--- config.mk ---
export PLATFORM = sky130hd
export DESIGN_NAME = gray_code_counter
export DESIGN_NICKNAME = d
export VERILOG_FILES = /design/src/rtl/gray_code_counter.sv
export SDC_FILE = /design/constraint.sdc
export NUM_CORES = 1
export LEC_CHECK = 0
export ABC_AREA = 1
export CAP_MARGIN = 10
export CORE_MARGIN = 1
export CORE_UTILIZATION = 29
export CTS_CLUSTER_DIAMETER = 40
export DETAILED_ROUTE_END_ITERATION = 8
export GPL_ROUTABILITY_DRIVEN = 0
export SETUP_SLACK_MARGIN = 0.3
export SYNTH_ARGS = -nofsm -noshare
export SYNTH_HDL_FRONTEND = slang
export SYNTH_SLANG_ARGS = --single-unit
--- constraint.sdc ---
create_clock -name clock -period 2.4 [get_ports clock]
set_input_delay 0.36 -clock clock [delete_from_list [all_inputs] [get_ports clock]]
set_output_delay 0.36 -clock clock [all_outputs]
set_load 0.005 [all_outputs]
--- src/rtl/gray_code_counter.sv ---
// gray_code_counter: up/down counter that keeps its state in reflected-binary
// Gray code, so only one bit of g changes per step. The block also supports a
// parallel load of a Gray-coded value and gives a one-cycle registered wrap
// pulse. There is no valid/ready handshake: every input is sampled on each
// rising clock edge.
module gray_code_counter #(
  parameter int WIDTH = 4
) (
  input  logic             clock,
  input  logic             reset,
  input  logic             enable,
  input  logic             up,
  input  logic             load,
  input  logic [WIDTH-1:0] d_gray,
  output logic [WIDTH-1:0] g,
  output logic             wrap
);

  logic [WIDTH-1:0] r_g;
  logic             r_wrap;

  logic [WIDTH-1:0] w_bin;
  logic [WIDTH-1:0] w_bin_next;
  logic [WIDTH-1:0] w_g_next;
  logic             w_wrap_hit;

  // Gray-to-binary conversion. Each binary bit is the XOR of all Gray bits at
  // or above it. This is the prefix form of b[i] = b[i+1] ^ g[i], written so
  // that no combinational signal depends on itself.
  for (genvar i = 0; i < WIDTH; i++) begin : g_g2b
    assign w_bin[i] = ^r_g[WIDTH-1:i];
  end

  // Next binary value, its Gray re-encoding, and detection of the wrap
  // boundary for the selected direction.
  always_comb begin
    w_bin_next = w_bin;
    w_wrap_hit = 1'b0;
    if (up) begin
      w_bin_next = w_bin + WIDTH'(1);
      w_wrap_hit = &w_bin;
    end else begin
      w_bin_next = w_bin - WIDTH'(1);
      w_wrap_hit = ~|w_bin;
    end
    w_g_next = w_bin_next ^ (w_bin_next >> 1);
  end

  // State register. Priority is reset > load > enable > hold. The wrap output
  // is high only after a counting edge that crossed the boundary.
  always_ff @(posedge clock or posedge reset) begin
    if (reset) begin
      r_g    <= '0;
      r_wrap <= 1'b0;
    end else if (load) begin
      r_g    <= d_gray;
      r_wrap <= 1'b0;
    end else if (enable) begin
      r_g    <= w_g_next;
      r_wrap <= w_wrap_hit;
    end else begin
      r_wrap <= 1'b0;
    end
  end

  assign g    = r_g;
  assign wrap = r_wrap;

endmodule

Fig. 1: run 1, the metal 1 layer
Bar = 10 um.
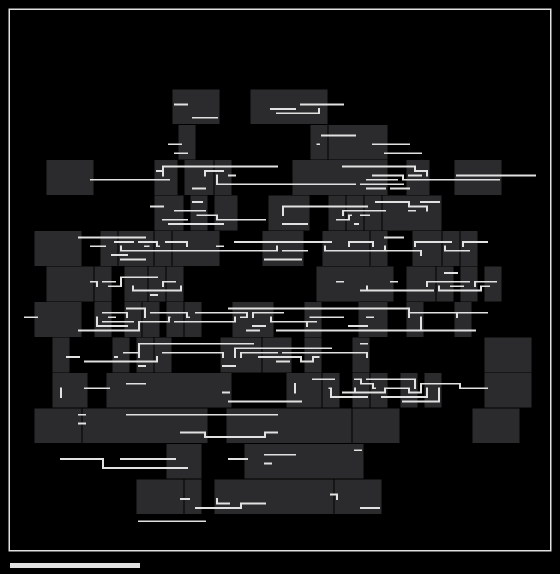
wire length on this layer: 439 um
longest straight run: 15.2 um
main direction: horizontal
nets with wire on the layer: 81
share of all routed wire: 50%
via count: 430
GR met1 Demand/Resource: 16.4%
final wirelength: 873 um

Fig. 2: run 1, clock distribution
Bar = 10 um.
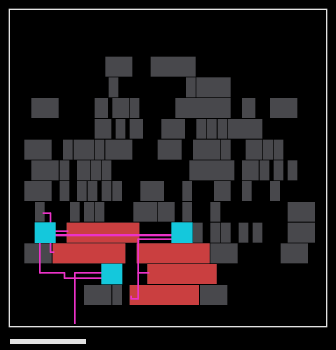
legend:
  flip-flops:
    colour: red
    count: 5
  clock wires:
    colour: magenta
    length: 69.8 um
  clock drivers:
    colour: cyan
    count: 3
flops lie: bottom middle
setup skew after layout: 2.91 ps
Clk. pwr: 95.2 uW
clock latency reported for the late side of the worst-skew pair: 240 ps
clock network power share: 11.4%

Fig. 3: run 1, cell classes on the final placement
Fill, decap, tap and diode cells in grey.
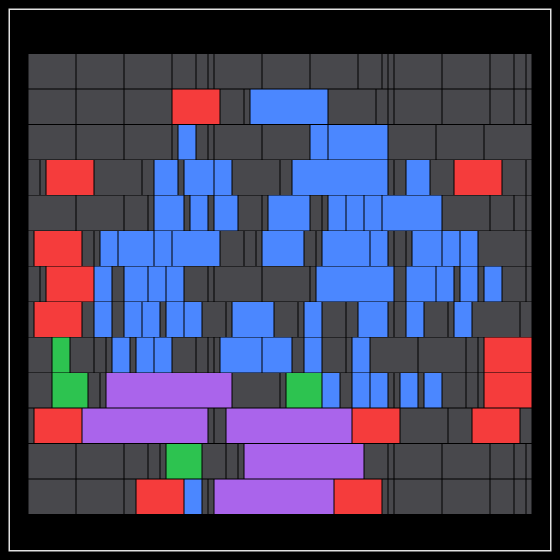
legend:
  combinational and other logic:
    colour: blue
    cells: 59
  remaining buffers and delay cells:
    colour: red
    cells: 13
  clock drivers and dummy loads:
    colour: green
    cells: 4
  sequential cells:
    colour: purple
    cells: 5
Core ar.: 0.00137 sq mm
sequential share of cell area: 20.1%
area of all placed cells without fillers: 641 sq um

run 1: layer usage:
layer	vias up	global-route usage (%)
li1	231	-
met1	188	16.4
met3	0	3.91
met2	11	18.4
met5	-	0
met4	0	3.87
run 1: timing repair:
action	CTS	global route
endpoints found under the setup margin	0	3
hold buffers	0	0
resized	0	5
buffers inserted	0	0
run 1: layout by cell type, fill, tap and decap left out, drive strengths merged:
cell / count
nor4: 1
xnor2: 1
fa: 1
o221ai: 2
clkbuf: 4
nand4: 1
o21ai: 2
xor2: 3
clkdlybuf4s50: 13
nand3: 3
a21oi: 1
inv: 14
dfrtp: 5
ha: 2
nand2: 23
nor2: 4
a22oi: 1
run 1: report_power, final:
part / leakage, nW / switching (mW) / total [mW] / internal [mW]
Combinational: 0.257 / 0.303 / 0.576 / 0.273
Clock: 0.0150 / 0.0325 / 0.0952 / 0.0627
Sequential: 0.0590 / 0.0452 / 0.164 / 0.118
run 1: cell families (layout without fill, tap and decap cells):
kind of cell	after synthesis	after routing
flops	5	5
compound gates	6	6
simple gates	32	32
fa+ha+maj	3	3
buf+inv	15	31
xor+xnor	4	4
run 1: flip-flops by register name, summed over array words and instances (netlist names):
| name | count |
|---|---|
| wrap | 1 |
| g | 4 |
run 1: area by class of cell:
type | count | area [sq um]
fill | 155 | 726
multi-input combinational | 45 | 284
tap | 15 | 18.8
timing repair buffer | 13 | 130
inverter | 14 | 52.6
sequential | 5 | 129
clock buffer | 4 | 26.3
run 1: worst min-delay path by stage:
| stage | from | to | slack (ps) | cells after the start |
|---|---|---|---|---|
| after CTS | reset | g[0] | 310 | 2 |
| final | reset | g[0] | 310 | 2 |
| after global placement | reset | g[3] | 560 | 2 |
| after floorplan | reset | g[0] | 140 | 1 |
| after global routing | reset | g[3] | 330 | 2 |
| after detailed placement | reset | g[2] | 570 | 2 |
==> ci_impl_report.md, run 1 <==
## Synthesis and layout report

| Metric | Value |
|---|---|
| Outcome | completed |
| Portion of the post-synthesis area used by sequential elements | 27.8% |
| Boundary Pins | 14 |
| Instance count of the mapped netlist | approximately 65 |
| ANT cells | 0 |
| Detail Route Antenna Nets | 0 |
| Kind of cell adding the most delay to the critical path | simple AND/OR/NAND/NOR gates |
| Tool warning count | 26 |
| Static leakage | 0.331 nW |
| Pin count of the biggest net entering global routing | 9 |
| Synth Area in XOR/XNOR | 7.78% |
| Clk Tree Root Cell | sky130_fd_sc_hd__clkbuf_4 |
| Area added between synthesis and finish | 42.2% |
| Hold Vio Cnt, Final | 0 |
| Yosys stat area | 450 sq um |
| Dominant kind of combinational cell | simple AND/OR/NAND/NOR gates |
| Achievable clock frequency | roughly 0.52 GHz |
| Adder Share, Synth | 10.0% |
| Clock transition at the registers of the reported paths | about 40 ps |
| RSZ-0062 raised after global routing | no |
| Pre-CTS worst setup slack | 276 ps |
| Wire length of the first global-routing pass | 1640 um |
| Worst Setup EP | g[2] |
| Number of global-route vias before repair | 416 |
| Number of flip-flops and latches in the synthesized netlist | 5 |
| Arrival time of data at the critical path endpoint | 2050 ps |
| Mux cell area share after synthesis | 0% |
| Number of cell instances on the worst register-to-register path | 15 |
| Crit. Startpoint | g[2] |
| Maximum fanout count along the critical path | 6 |
| Initial drt markers | 7 |
| Average wire length per cell after detail routing | 9.09 um |
| Number of nets in the final layout | 94 |
| Endpoint kind of the worst setup timing path | register |
| Number of antenna violations at the first check in global routing | 0 |
| Tightest Hold Check Type | input pin to async pin |
| Final core occ | 46.9% |
| Post-synth top cells | sky130_fd_sc_hd__nand2_1, sky130_fd_sc_hd__inv_1, sky130_fd_sc_hd__dfrtp_1 |
| Req. time, crit path | approximately 2500 ps |
| Number of buffers inserted by port buffering | 13 |
| Post-Synthesis Mean Instance Area | just under 7 sq um |
| Power density over the cells | 1300 mW/mm^2 |
| TritonCTS clock tree | built |
| Setup slack after layout | about 480 ps |
| Max capacitance violation total | 0 |
| Synth Cell Area | 450 sq um |
| Max Root-Sink Buffers | 2 |
| Top cells by area | sky130_fd_sc_hd__dfrtp_1, sky130_fd_sc_hd__nand2_1, sky130_fd_sc_hd__inv_1 |
| Type of origin of the critical path | register |
| Number of search-and-repair iterations in the first detailed-routing pass | 2 |
| Worst hold margin | 310 ps |
| Buf+Inv Stages, Crit Path | 3 |
| Part of the cycle the worst path needs | 80.0% |
| Critical setup path kind | register to register |
| Post-route setup TNS | 0 ps |
| Worst slew margin relative to its limit | 84.0% |
| Stage delay of the slowest cell on the critical path | 440 ps |
| Worst supply voltage drop on vdd | 0.683 mV |
| Die width | about 41 um |
| Total of warnings raised by yosys | 0 |
| Met3 wirelength from detailed routing | 31 um |
| Reg-to-Reg Start | g[2] |
| Net count after synthesis | between 70 and 80 |
| Yosys cell count | approximately 65 |
| Layout cell share with drive strength beyond 1 | 18.5% |
| Capture instance of the worst register-to-register path | g[2] |
| Cells along the critical path | inv_1 > nand2_1 > nand2_2 > xor2_2 > inv_1 > ha_1 > nand2_1 > inv_1 > nand3_2 > nand3_1 > nand3_2 > nand2_1 > nand2_1 > nand2_1 > nand2_1 |
| Flip-flops with a built-in enable | 0 |
| Simple logic cell fraction of the synthesized area | between 30% and 40% |
| Area leader, netlist | sky130_fd_sc_hd__dfrtp_1 |
| Setup violation total in the final timing report | 0 |
| Gr usage total | 12.2% |
| GR Overflow Total | 0 |
| Std cell rows | 13 |
| Area of the die | ~0.0017 sq mm |
| Clock sink count | 5 |
| Die height | 41.4 um |
| Overall Power | 835 uW |
| Total DRC errors in the routed layout | 0 |
| Final slew viol count | 0 |
| Detail Route met2 WL | 402 um |
| Total CTS buffers | 3 |
| Predominant post-synthesis flop cell | sky130_fd_sc_hd__dfrtp_1 |
| Area leader share | about 28% |
| Uppermost layer routed | met3 |
| Count of unique library cells instantiated by Yosys | 19 |
| Dpl cell area | slightly below 600 sq um |
| Ys async rst share | 100% |
| Levels on crit path | 15 |
| Worst reg-to-reg setup slack | 480 ps |
| Placed Cells | 92 |
| Dpl hpwl | 725 um |
| Final standard cell count with taps included and fillers excluded | roughly 96 |
| Cell type of the slowest stage on the worst timing path | sky130_fd_sc_hd__dfrtp_2 |
| Final critical-path required period | 1920 ps |
| Vias per inst | 4.48 |
| Initial standard-cell utilization of the core | about a third |
| Count leader, synth | sky130_fd_sc_hd__nand2_1 |
| Worst path most repeated cell | sky130_fd_sc_hd__nand2_1 |
| DRT met1 WL | 438 um |
| Complex Gates by Area | 8.89% |
| CTS H-tree lvls | 1 |
| Worst-margin pin slew | 238 ps |
==> run 2: changes to the inputs <==
clock period = 1.8 ns   (was 2.4 ns; I/O delays follow)
Fig. 4: run 2, metal layers overlaid
Bar = 10 um. Only two layers are drawn.
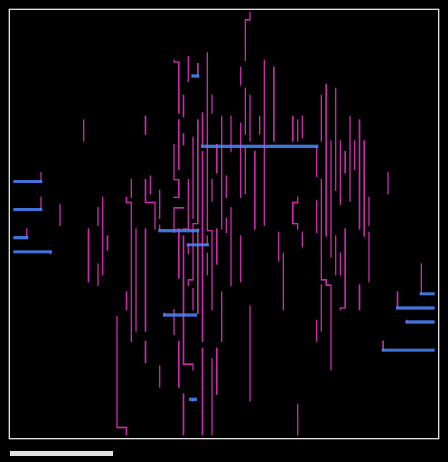
legend:
  metal 2:
    colour: magenta
    wire_length: 535 um
  metal 3:
    colour: blue
    wire_length: 41.6 um
gr usage total: 14.5%
final wirelength: 1130 um
average wire length per cell after detail routing: 10.7 um

Fig. 5: run 2, clock distribution
Bar = 10 um.
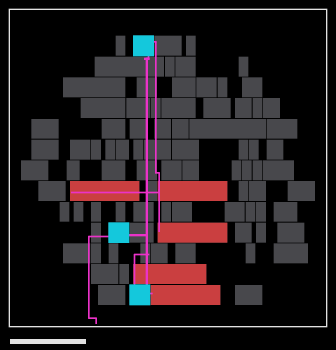
legend:
  clock wires:
    colour: magenta
    length: 101 um
  clock drivers:
    colour: cyan
    count: 3
  flip-flops:
    colour: red
    count: 5
routed clock nets: 4
clock latency reported for the late side of the worst-skew pair: 260 ps
Clk. pwr: 138 uW
setup skew after layout: 10.4 ps
clock network power share: 9.3%

==> run 2 against run 1 <==
Against the previous run:
- the run now ends with negative setup slack left
- highest routed layer is now met4
- routed wire length up 30%
- clock-buffer cell count unchanged
- worst setup slack got worse by 520 ps
- first-iteration DRC count up 29%
- sequential power grew 28%
- cell count increased by 10%
- sequential share of layout area is 3.7 points lower
- area after synthesis did not move
==> ci_impl_report.md, run 2 <==
## Synthesis and layout report

| Metric | Value |
|---|---|
| Outcome | complete, but fails checks (was completed) |
| Violated checks | negative setup slack |
| CTS H-tree lvls | 1 (unchanged) |
| Yosys stat area | 450 sq um (unchanged) |
| Reg-to-Reg Start | g[2] (unchanged) |
| Hold Vio Cnt, Final | 0 (unchanged) |
| Pin count of the biggest net entering global routing | 9 (unchanged) |
| Yosys cell count | 65 (unchanged) |
| Portion of the post-synthesis area used by sequential elements | 27.8% (unchanged) |
| GR Overflow Total | 0 (unchanged) |
| Count leader, synth | sky130_fd_sc_hd__nand2_1 (unchanged) |
| Cell type of the slowest stage on the worst timing path | sky130_fd_sc_hd__dfrtp_1 (was sky130_fd_sc_hd__dfrtp_2) |
| ANT cells | 0 (unchanged) |
| Largest register FFs | 4 (unchanged) |
| Levels on crit path | 15 (unchanged) |
| Req. time, crit path | 1950 ps (was 2530 ps) |
| Buf+Inv Stages, Crit Path | 3 (unchanged) |
| Final slew viol count | 0 (unchanged) |
| Critical setup path kind | register to register (unchanged) |
| Ys async rst share | 100% (unchanged) |
| Die width | 41.4 um (unchanged) |
| Number of buffers inserted by port buffering | 13 (unchanged) |
| Final critical-path required period | 1840 ps (was 1920 ps) |
| Maximum fanout count along the critical path | 4 (was 6) |
| Capture instance of the worst register-to-register path | g[2] (unchanged) |
| Area added between synthesis and finish | 71.1% (was 42.2%) |
| Std cell rows | 13 (unchanged) |
| Power density over the cells | 1920 mW/mm^2 (was 1300 mW/mm^2) |
| Post-synth top cells | sky130_fd_sc_hd__nand2_1, sky130_fd_sc_hd__inv_1, sky130_fd_sc_hd__dfrtp_1 (unchanged) |
| Clk Tree Root Cell | sky130_fd_sc_hd__clkbuf_4 (unchanged) |
| Setup violation total in the final timing report | 2 (was 0) |
| Post-Synthesis Mean Instance Area | 6.93 sq um (unchanged) |
| Number of cell instances on the worst register-to-register path | 15 (unchanged) |
| Worst reg-to-reg setup slack | -40 ps (was 480 ps) |
| Cells along the critical path | inv_1 > nand2_2 > nand2_4 > xor2_4 > inv_2 > ha_4 > nand2_2 > inv_2 > nand3_2 > nand3_2 > nand3_2 > nand2_1 > nand2_1 > nand2_1 > nand2_1 (was inv_1 > nand2_1 > nand2_2 > xor2_2 > inv_1 > ha_1 > nand2_1 > inv_1 > nand3_2 > nand3_1 > nand3_2 > nand2_1 > nand2_1 > nand2_1 > nand2_1) |
| Max Root-Sink Buffers | 2 (unchanged) |
| Number of global-route vias before repair | 459 (was 416) |
| RSZ-0062 raised after global routing | yes (was no) |
| Setup slack after layout | -37.1 ps (was 479 ps) |
| Number of nets in the final layout | 104 (was 94) |
| Worst supply voltage drop on vdd | 0.790 mV (was 0.683 mV) |
| Initial standard-cell utilization of the core | 33.0% (unchanged) |
| Area of all placed cells without fillers | 771 sq um (was 641 sq um) |
| Number of search-and-repair iterations in the first detailed-routing pass | 4 (was 2) |
| Total DRC errors in the routed layout | 0 (unchanged) |
| Dpl hpwl | 844 um (was 725 um) |
| Wire length of the first global-routing pass | 1890 um (was 1640 um) |
| Dpl cell area | 663 sq um (was 596 sq um) |
| Hold-fix buffers at CTS | 0 (unchanged) |
| Highest-count cells in the layout ignoring fill and taps | sky130_fd_sc_hd__nand2_1, sky130_fd_sc_hd__clkdlybuf4s50_1, sky130_fd_sc_hd__inv_1 (was sky130_fd_sc_hd__nand2_1, sky130_fd_sc_hd__inv_1, sky130_fd_sc_hd__clkdlybuf4s50_1) |
| Tool warning count | 29 (was 26) |
| Top cells by area | sky130_fd_sc_hd__dfrtp_1, sky130_fd_sc_hd__nand2_1, sky130_fd_sc_hd__inv_1 (unchanged) |
| Worst path most repeated cell | sky130_fd_sc_hd__nand2_1 (unchanged) |
| Static leakage | 0.398 nW (was 0.331 nW) |
| Endpoint kind of the worst setup timing path | register (unchanged) |
| Max capacitance violation total | 0 (unchanged) |
| Predominant post-synthesis flop cell | sky130_fd_sc_hd__dfrtp_1 (unchanged) |
| Count of unique library cells instantiated by Yosys | 19 (unchanged) |
| Via count | 486 (was 430) |
| Die height | 41.4 um (unchanged) |
| Number of flip-flops and latches in the synthesized netlist | 5 (unchanged) |
| Initial drt markers | 9 (was 7) |
| Clock transition at the registers of the reported paths | 50 ps (was 40 ps) |
| Layout cell share with drive strength beyond 1 | 38.5% (was 18.5%) |
| Vias per inst | 4.58 (was 4.48) |
| Detail Route Antenna Nets | 0 (unchanged) |
| Worst slew margin relative to its limit | 78.8% (was 84.0%) |
| Tightest Hold Check Type | input pin to async pin (unchanged) |
| Part of the cycle the worst path needs | 102% (was 80.0%) |
| Type of origin of the critical path | register (unchanged) |
| Number of antenna violations at the first check in global routing | 0 (unchanged) |
| Synth Cell Area | 450 sq um (unchanged) |
| Stage delay of the slowest cell on the critical path | 400 ps (was 440 ps) |
| TritonCTS clock tree | built (unchanged) |
| Flip-flops with a built-in enable | 0 (unchanged) |
| Arrival time of data at the critical path endpoint | 1990 ps (was 2050 ps) |
| Boundary Pins | 14 (unchanged) |
| Achievable clock frequency | 0.544 GHz (was 0.521 GHz) |
| Worst-margin pin slew | 316 ps (was 238 ps) |
| Total of warnings raised by yosys | 0 (unchanged) |
| Instance count of the mapped netlist | 65 (unchanged) |
| Core ar. | 0.00137 sq mm (unchanged) |
| Worst hold margin | 206 ps (was 310 ps) |
| Area leader, netlist | sky130_fd_sc_hd__dfrtp_1 (unchanged) |
| Area leader share | 27.8% (unchanged) |
| Area of the die | 0.00171 sq mm (unchanged) |
| Most common cell after layout, fill and taps aside | sky130_fd_sc_hd__nand2_1 (unchanged) |
| Kind of cell adding the most delay to the critical path | simple AND/OR/NAND/NOR gates (unchanged) |
| Net count after synthesis | 77 (unchanged) |
Fig. 6: run 2, clock wiring as the flow saved it
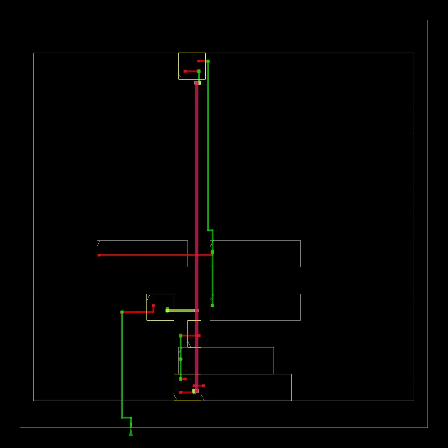
clock sink count: 5
layout sequential cell count: 5
clock buffers: 4
total CTS buffers: 3

-- run 2: worst max path at each step --
stage	startpoint	end	slack [ps]
detailed placement	up	g[1]	-110
finish	g[2]	g[2]	-40
global placement	g[3]	g[2]	-110
global route	g[3]	g[2]	-180
floorplan	g[3]	g[2]	20
CTS	g[3]	g[2]	-20
-- run 2: cell families (layout without fill, tap and decap cells) --
kind of cell / count (synthesis) / after routing / share of synthesized area, %
flops: 5 / 5 / 27.8
simple gates: 32 / 32 / 33.1
buf+inv: 15 / 41 / 12.5
xor+xnor: 4 / 4 / 7.78
compound gates: 6 / 6 / 8.89
fa+ha+maj: 3 / 3 / 10.0
-- run 2: through the flow --
stage | utilization [%] | cells | power, mW | setup TNS, ps | setup WS, ps
floorplan | - | 65 | 0.784 | 0 | 19.1
global placement | 48.5 | 99 | 1.11 | -224 | -109
detailed placement | 48.5 | 99 | 1.10 | -243 | -114
CTS | 55.0 | 105 | 1.41 | -19.7 | -19.7
global route | 56.4 | 106 | 1.62 | -478 | -185
finish | 56.4 | 106 | 1.48 | -72.9 | -37.1
-- run 2: layout make-up --
type / count / area (sq um)
multi-input cells: 45 / 337
flip-flops and latches: 5 / 126
fillers: 136 / 596
well taps: 15 / 18.8
clock buffers: 4 / 26.3
inverters: 14 / 52.6
repair buffers: 23 / 210
-- run 2: per-layer routing --
layer	vias to the layer above	track usage (%)	wire [um]
met3	3	0.870	41
met2	17	20.9	535
li1	253	-	-
met1	213	19.4	525
met4	0	12.3	31
met5	-	0	0
-- run 2: repair_timing --
item,in CTS,in global routing
setup buffers,2,1
pin swaps,3,6
gates cloned,0,0
gates resized,14,5
setup endpoints to repair,7,6
-- run 2: power breakdown --
part           internal, mW  switching (mW)
clock network        0.0843          0.0537
registers             0.154          0.0560
logic                 0.585           0.547
-- run 2: worst register-to-register path: cells and delay by family, from the launching register on --
kind / cells / cell delay, ps
XOR/XNOR: 1 / 200
adder cells (fa/ha/maj): 1 / 270
buffers and inverters: 3 / 210
flip-flops: 1 / 400
AND/OR/NAND/NOR: 10 / 640
No activity file was given, so power comes from the tool's default toggle rates.
